### config.mk
export PLATFORM = sky130hd
export DESIGN_NAME = hazard_unit
export DESIGN_NICKNAME = d
export VERILOG_FILES = /design/src/rtl/cpu_types_pkg.sv /design/src/rtl/hazard_unit_lu_detect.sv /design/src/rtl/hazard_unit.sv
export SDC_FILE = /design/constraint.sdc
export NUM_CORES = 1
export LEC_CHECK = 0
export CAP_MARGIN = 20
export CORE_ASPECT_RATIO = 1.1
export CORE_MARGIN = 1.5
export CORE_UTILIZATION = 41
export CTS_BUF_LIST = sky130_fd_sc_hd__clkbuf_8
export DETAILED_ROUTE_END_ITERATION = 10
export GPL_TIMING_DRIVEN = 0
export PLACE_DENSITY = 0.75
export SLEW_MARGIN = 5
export SYNTH_ARGS = -nofsm -noshare
export SYNTH_HDL_FRONTEND = slang
export SYNTH_SLANG_ARGS = --single-unit
### constraint.sdc
create_clock -name CLK -period 3.2 [get_ports CLK]
set_input_delay 0.48 -clock CLK [delete_from_list [all_inputs] [get_ports CLK]]
set_output_delay 0.48 -clock CLK [all_outputs]
set_load 0.02 [all_outputs]
### src/rtl/cpu_types_pkg.sv
// Shared definitions for the 5-stage datapath control blocks: hazard states,
// opcodes and the latch-control bundle driven by the hazard unit.
package cpu_types_pkg;

    localparam logic [1:0] ST_RUN      = 2'd0;
    localparam logic [1:0] ST_LU_STALL = 2'd1;
    localparam logic [1:0] ST_DWAIT    = 2'd2;
    localparam logic [1:0] ST_HALTED   = 2'd3;

    typedef enum logic [1:0] {
        RUN      = ST_RUN,
        LU_STALL = ST_LU_STALL,
        DWAIT    = ST_DWAIT,
        HALTED   = ST_HALTED
    } hz_state_t;

    localparam logic [5:0] RTYPE = 6'b000000;
    localparam logic [5:0] BEQ   = 6'b000100;
    localparam logic [5:0] BNE   = 6'b000101;
    localparam logic [5:0] SW    = 6'b101011;
    localparam logic [5:0] HALT  = 6'b111111;

    localparam logic [1:0] REGSEL_LOAD = 2'b11;

    typedef struct packed {
        logic pc_en;
        logic en_fd;
        logic en_de;
        logic en_em;
        logic en_mw;
        logic flush_fd;
        logic flush_de;
    } hz_ctrl_t;

    function automatic hz_ctrl_t ctrl_freeze();
        hz_ctrl_t c;
        c = '0;
        return c;
    endfunction

    // Front end held, back end drains, and a bubble is loaded into DE.
    function automatic hz_ctrl_t ctrl_bubble();
        hz_ctrl_t c;
        c          = '0;
        c.en_em    = 1'b1;
        c.en_mw    = 1'b1;
        c.flush_de = 1'b1;
        return c;
    endfunction

    function automatic hz_ctrl_t ctrl_advance(input logic taken);
        hz_ctrl_t c;
        c          = '0;
        c.pc_en    = 1'b1;
        c.en_fd    = 1'b1;
        c.en_de    = 1'b1;
        c.en_em    = 1'b1;
        c.en_mw    = 1'b1;
        c.flush_fd = taken;
        return c;
    endfunction

endpackage

### src/rtl/hazard_unit_lu_detect.sv
// Load-use detection: a load in EX whose destination is read by the
// instruction sitting in DE, which forwarding cannot cover.
module lu_detect
    import cpu_types_pkg::*;
(
    input  logic [31:0] instru_de,
    input  logic [4:0]  regDst_ex,
    input  logic        regWr_ex,
    input  logic [1:0]  regSel_ex,
    output logic        lu
);

    logic [5:0] opcode;
    logic [4:0] rs_de;
    logic [4:0] rt_de;
    logic       rt_used;
    logic       load_ex;
    logic       unused_imm;

    assign opcode     = instru_de[31:26];
    assign rs_de      = instru_de[25:21];
    assign rt_de      = instru_de[20:16];
    assign unused_imm = ^instru_de[15:0];

    // rt is a source only for R-type ALU ops, branches and stores; for other
    // I-types it is the destination and must not trigger a stall.
    assign rt_used = (opcode == RTYPE) || (opcode == BEQ) ||
                     (opcode == BNE)   || (opcode == SW);

    assign load_ex = regWr_ex && (regSel_ex == REGSEL_LOAD) && (regDst_ex != 5'd0);

    assign lu = load_ex && ((rs_de == regDst_ex) || (rt_used && (rt_de == regDst_ex)));

endmodule

### src/rtl/hazard_unit.sv
// Pipeline hazard and stall controller: load-use bubbles, memory wait states,
// decode-resolved control transfers and halt drain for the 5-stage datapath.
module hazard_unit
    import cpu_types_pkg::*;
#(
    parameter int LU_BUBBLES = 2,
    parameter int CNT_W      = 32
) (
    input  logic             CLK,
    input  logic             RST,
    input  logic             ihit,
    input  logic             dhit,
    input  logic             dmemREN_me,
    input  logic             dmemWEN_me,
    input  logic             halt_me,
    input  logic [31:0]      instru_de,
    input  logic [4:0]       regDst_ex,
    input  logic             regWr_ex,
    input  logic [1:0]       regSel_ex,
    input  logic             taken_de,
    output logic             pc_en,
    output logic             en_fd,
    output logic             en_de,
    output logic             en_em,
    output logic             en_mw,
    output logic             flush_fd,
    output logic             flush_de,
    output logic             halt,
    output logic [CNT_W-1:0] stall_cnt
);

    localparam logic [1:0]       LU_INIT = 2'(LU_BUBBLES - 1);
    localparam logic [CNT_W-1:0] CNT_MAX = {CNT_W{1'b1}};

    hz_state_t  state;
    hz_state_t  state_nxt;
    logic [1:0] lu_cnt;
    logic [1:0] lu_cnt_nxt;
    logic       halt_nxt;
    logic       lu;
    logic       mem_wait;
    logic       cnt_en;
    hz_ctrl_t   ctrl;
    hz_ctrl_t   ctrl_out;

    lu_detect u_lu_detect (
        .instru_de (instru_de),
        .regDst_ex (regDst_ex),
        .regWr_ex  (regWr_ex),
        .regSel_ex (regSel_ex),
        .lu        (lu)
    );

    assign mem_wait = (dmemREN_me || dmemWEN_me) && !dhit;

    always_comb begin
        ctrl       = ctrl_freeze();
        state_nxt  = state;
        lu_cnt_nxt = lu_cnt;
        halt_nxt   = halt;

        case (state)
            RUN: begin
                if (halt_me) begin
                    state_nxt = HALTED;
                    halt_nxt  = 1'b1;
                end else if (mem_wait) begin
                    state_nxt = DWAIT;
                end else if (!ihit) begin
                    state_nxt = RUN;
                end else if (lu) begin
                    // A taken transfer alongside a load-use is dropped here and
                    // re-resolves in decode once the bubbles have drained.
                    ctrl       = ctrl_bubble();
                    lu_cnt_nxt = LU_INIT;
                    state_nxt  = (LU_BUBBLES > 1) ? LU_STALL : RUN;
                end else begin
                    ctrl = ctrl_advance(taken_de);
                end
            end

            LU_STALL: begin
                if (!mem_wait) begin
                    ctrl = ctrl_bubble();
                    if (lu_cnt <= 2'd1) begin
                        lu_cnt_nxt = 2'd0;
                        state_nxt  = RUN;
                    end else begin
                        lu_cnt_nxt = lu_cnt - 2'd1;
                    end
                end
            end

            DWAIT: begin
                if (halt_me) begin
                    state_nxt = HALTED;
                    halt_nxt  = 1'b1;
                end else if (dhit) begin
                    if (lu) begin
                        ctrl       = ctrl_bubble();
                        lu_cnt_nxt = LU_INIT;
                        state_nxt  = (LU_BUBBLES > 1) ? LU_STALL : RUN;
                    end else begin
                        ctrl      = ctrl_advance(taken_de);
                        state_nxt = RUN;
                    end
                end
            end

            HALTED: begin
                halt_nxt = 1'b1;
            end

            default: begin
                state_nxt = RUN;
            end
        endcase
    end

    // Strobes are forced low while reset is held so no latch captures garbage.
    always_comb begin
        ctrl_out = ctrl;
        if (RST) begin
            ctrl_out = ctrl_freeze();
        end
    end

    assign pc_en    = ctrl_out.pc_en;
    assign en_fd    = ctrl_out.en_fd;
    assign en_de    = ctrl_out.en_de;
    assign en_em    = ctrl_out.en_em;
    assign en_mw    = ctrl_out.en_mw;
    assign flush_fd = ctrl_out.flush_fd;
    assign flush_de = ctrl_out.flush_de;

    assign cnt_en = !ctrl.en_de && (state != HALTED) && (stall_cnt != CNT_MAX);

    always_ff @(posedge CLK or posedge RST) begin
        if (RST) begin
            state     <= RUN;
            lu_cnt    <= 2'd0;
            halt      <= 1'b0;
            stall_cnt <= '0;
        end else begin
            state  <= state_nxt;
            lu_cnt <= lu_cnt_nxt;
            halt   <= halt_nxt;
            if (cnt_en) begin
                stall_cnt <= stall_cnt + CNT_W'(1);
            end
        end
    end

endmodule

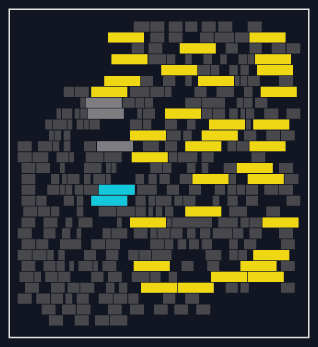
*Sequential cells coloured by netlist name, run 1*
(4 px per um)
Key: yellow = `stall_cnt` [placed flops 32]; cyan = `state` [placed flops 2]
Another 3 sequential cells are not coloured.
Seq/total area: 0.2847
register area: 925.9 um^2
Seq. pwr: 0.000606 W
Final Core Density: 0.6027

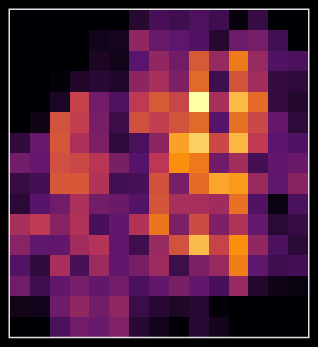
*Wiring heat map, run 1*
(4 px per um) The die is cut into 15 by 16 equal tiles; black is low, pale yellow is high, scaled to the fullest tile. Values are wire area over tile area, all layers added.
15% of the tiles are nearly empty. The mean over all tiles is 0.14. The fullest tile reaches 0.47. The emptiest ninth of the die: north-west. The densest ninth of the die: centre.
DR WL/cell: 13.79 um
WL final: 5269 um

==> metrics.yaml, run 1 <==
clocking:
  clk_latency_ns: 0.29
  post_cts_buffers: 1
  cts-resized-gates: 3
  cts-root-buf: "clkbuf_8"
  postCtsHoldBufs: 0
synthesis:
  top_area_cell: "dfrtp_1"
  synth_adder_area_share: 0.03254
  synthArstFlopShare: 1.000
  yosys.area.top_type_share: 0.4013
global_route:
  antenna_found_initial: 0
  grtUsageMet2: 0.3286
power:
  p_switching_w: 0.0006509
  powerClk_w: 0.000336
  power_density_nw_per_um2: 529.4
  seqPwrFrac: 0.352
critical_path:
  ff2ff_path_depth: 8
  worst-path-max-fanout: 4
sta:
  maxSlewViolCount: 0
floorplanning:
  core.rowCount: 28
  die_x_um: 74.53
routing:
  dr_wl_met2_um: 2717
  num_vias: 1991
placed_design:
  place_congestion: 0.8375
  pre_cts_slack_ns: -0.1955
outcome:
  outcome: "finished, final reports clean"
finish:
  buffer_area_frac: 0.2547
  largest_register: "stall_cnt"
min_path:
  hp-class: "flip-flop to flip-flop"
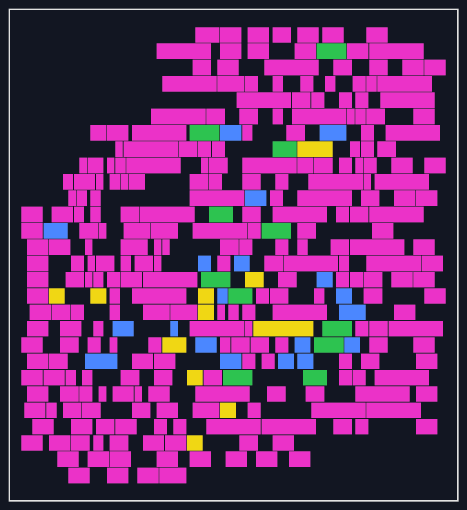
*Cells by drive strength, run 1*
(6 px per um)
Key: green = x6 and larger [cells 11, share 3.6%]; magenta = x1 and smaller [cells 266, share 87%]; blue = x2 [cells 19, share 6.2%]; yellow = x3 and x4 [cells 11, share 3.6%]
P&R area growth vs syn: 40.94%
Non-clk bufs: 84
final instance area: 3252 um^2
post-route setup slack: 0.1448 ns

### The metal 3 layer, run 1

(6 px per um)
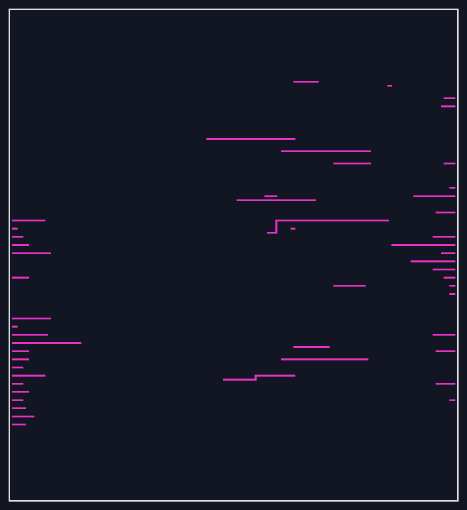

==> run 2, diff against run 1 <==
- SLEW_MARGIN: 5 -> 15
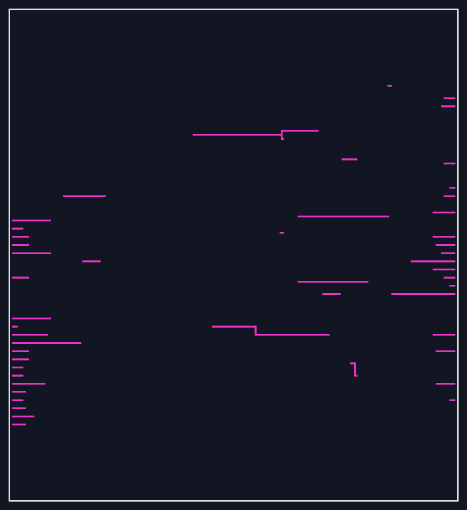
*The metal 3 layer, run 2*
(6 px per um)
The longest straight run is 14.9 um. The wires run mostly horizontal. The layer carries 211 um of wire. The layer holds 3.9% of the routed length. 46 nets have wire on it.
WL final: 5350 um
vias: 2024
met3 track demand over resource: 0.03558

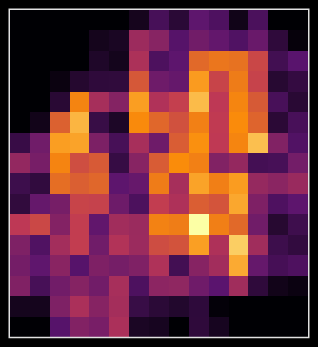
*Wiring heat map, run 2*
(4 px per um) The die is cut into 15 by 16 equal tiles; black is low, pale yellow is high, scaled to the fullest tile. Values are wire area over tile area, all layers added.
14% of the tiles are nearly empty. The mean over all tiles is 0.14. The emptiest ninth of the die: north-west. The fullest tile reaches 0.41. The densest ninth of the die: centre. 27% of the tiles are over half the peak.
DR WL/cell: 13.97 um
Total GRT Usage: 0.1880

==> run 2 against run 1 <==
Effect of this change: count of clock-buffer cells in the layout unchanged; via count up 1.7%; critical path type unchanged; core utilization up 0.70 points; largest cell class unchanged.
==> metrics.yaml, run 2 <==
global_route:
  grt_pass1_wl_um: 8914  # was 8776 um
  grtUsageMet2: 0.3348  # was 0.3286
finish:
  clock_buffers: 6  # unchanged
  buffers: 84  # unchanged
  stdcell_area_um2: 3289  # was 3252 um^2
  drive_gt1_frac: 0.1331  # was 0.1336
  utilization: 0.6097  # was 0.6027
  seqCellArea_um2: 925.9  # unchanged
  seq_share: 0.2815  # was 0.2847
  syn2layout_area_growth_pct: 42.57  # was 40.94%
synthesis:
  synthArstFlopShare: 1.000  # unchanged
  ys_warn_count: 0  # unchanged
  yosys.area.top_type_share: 0.4013  # unchanged
  synth_adder_area_share: 0.03254  # unchanged
  fp_nets: 280  # unchanged
  top_area_cell: "dfrtp_1"  # unchanged
floorplanning:
  fp_util: 0.4276  # unchanged
  die_x_um: 74.53  # unchanged
  core.rowCount: 28  # unchanged
critical_path:
  crit_buf_inv: 2  # was 3
  reg2reg_slack_ns: 0.88  # was 0.90 ns
  ff2ff_path_depth: 8  # unchanged
  worst-path-max-fanout: 6  # was 4
min_path:
  hp-class: "flip-flop to flip-flop"  # unchanged
routing:
  wl_met1_um: 2237  # was 2242 um
  dr_wl_met2_um: 2847  # was 2717 um
power:
  vdd.ir_drop.worst_mv: 0.3453  # was 0.2964 mV
  p_switching_w: 0.0006517  # was 0.0006509 W
  seqPwrFrac: 0.337  # was 0.352
  powerClk_w: 0.000414  # was 0.000336 W
  power_density_nw_per_um2: 547.1  # was 529.4 nW/um^2
  p_seq_w: 0.000606  # about the same
  pg_comb_w: 0.000780  # was 0.000779 W
  power.total_w: 0.001800  # was 0.001721 W
sta:
  worst_slack_ns: 0.1638  # was 0.1448 ns
  clock.fmax_ghz: 0.3294  # was 0.3273 GHz
  min_period_ns: 3.036  # was 3.055 ns
  maxSlewViolCount: 0  # unchanged
clocking:
  postCtsHoldBufs: 0  # unchanged
  cts-root-buf: "clkbuf_8"  # unchanged
  post_cts_buffers: 0  # was 1
  cts-resized-gates: 5  # was 3
  clk_latency_ns: 0.29  # about the same
placed_design:
  place_congestion: 0.8375  # unchanged
outcome:
  outcome: "finished, final reports clean"  # unchanged
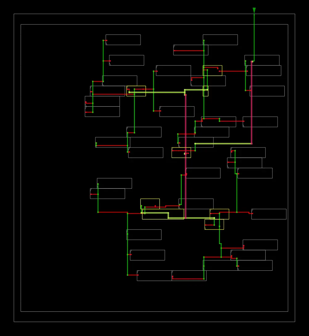
*Clock nets, run 2*
Worst Skew: 0.004720 ns
CTS Buf Count: 5

Power figures rest on the tool's default switching activity, not on a simulated workload.
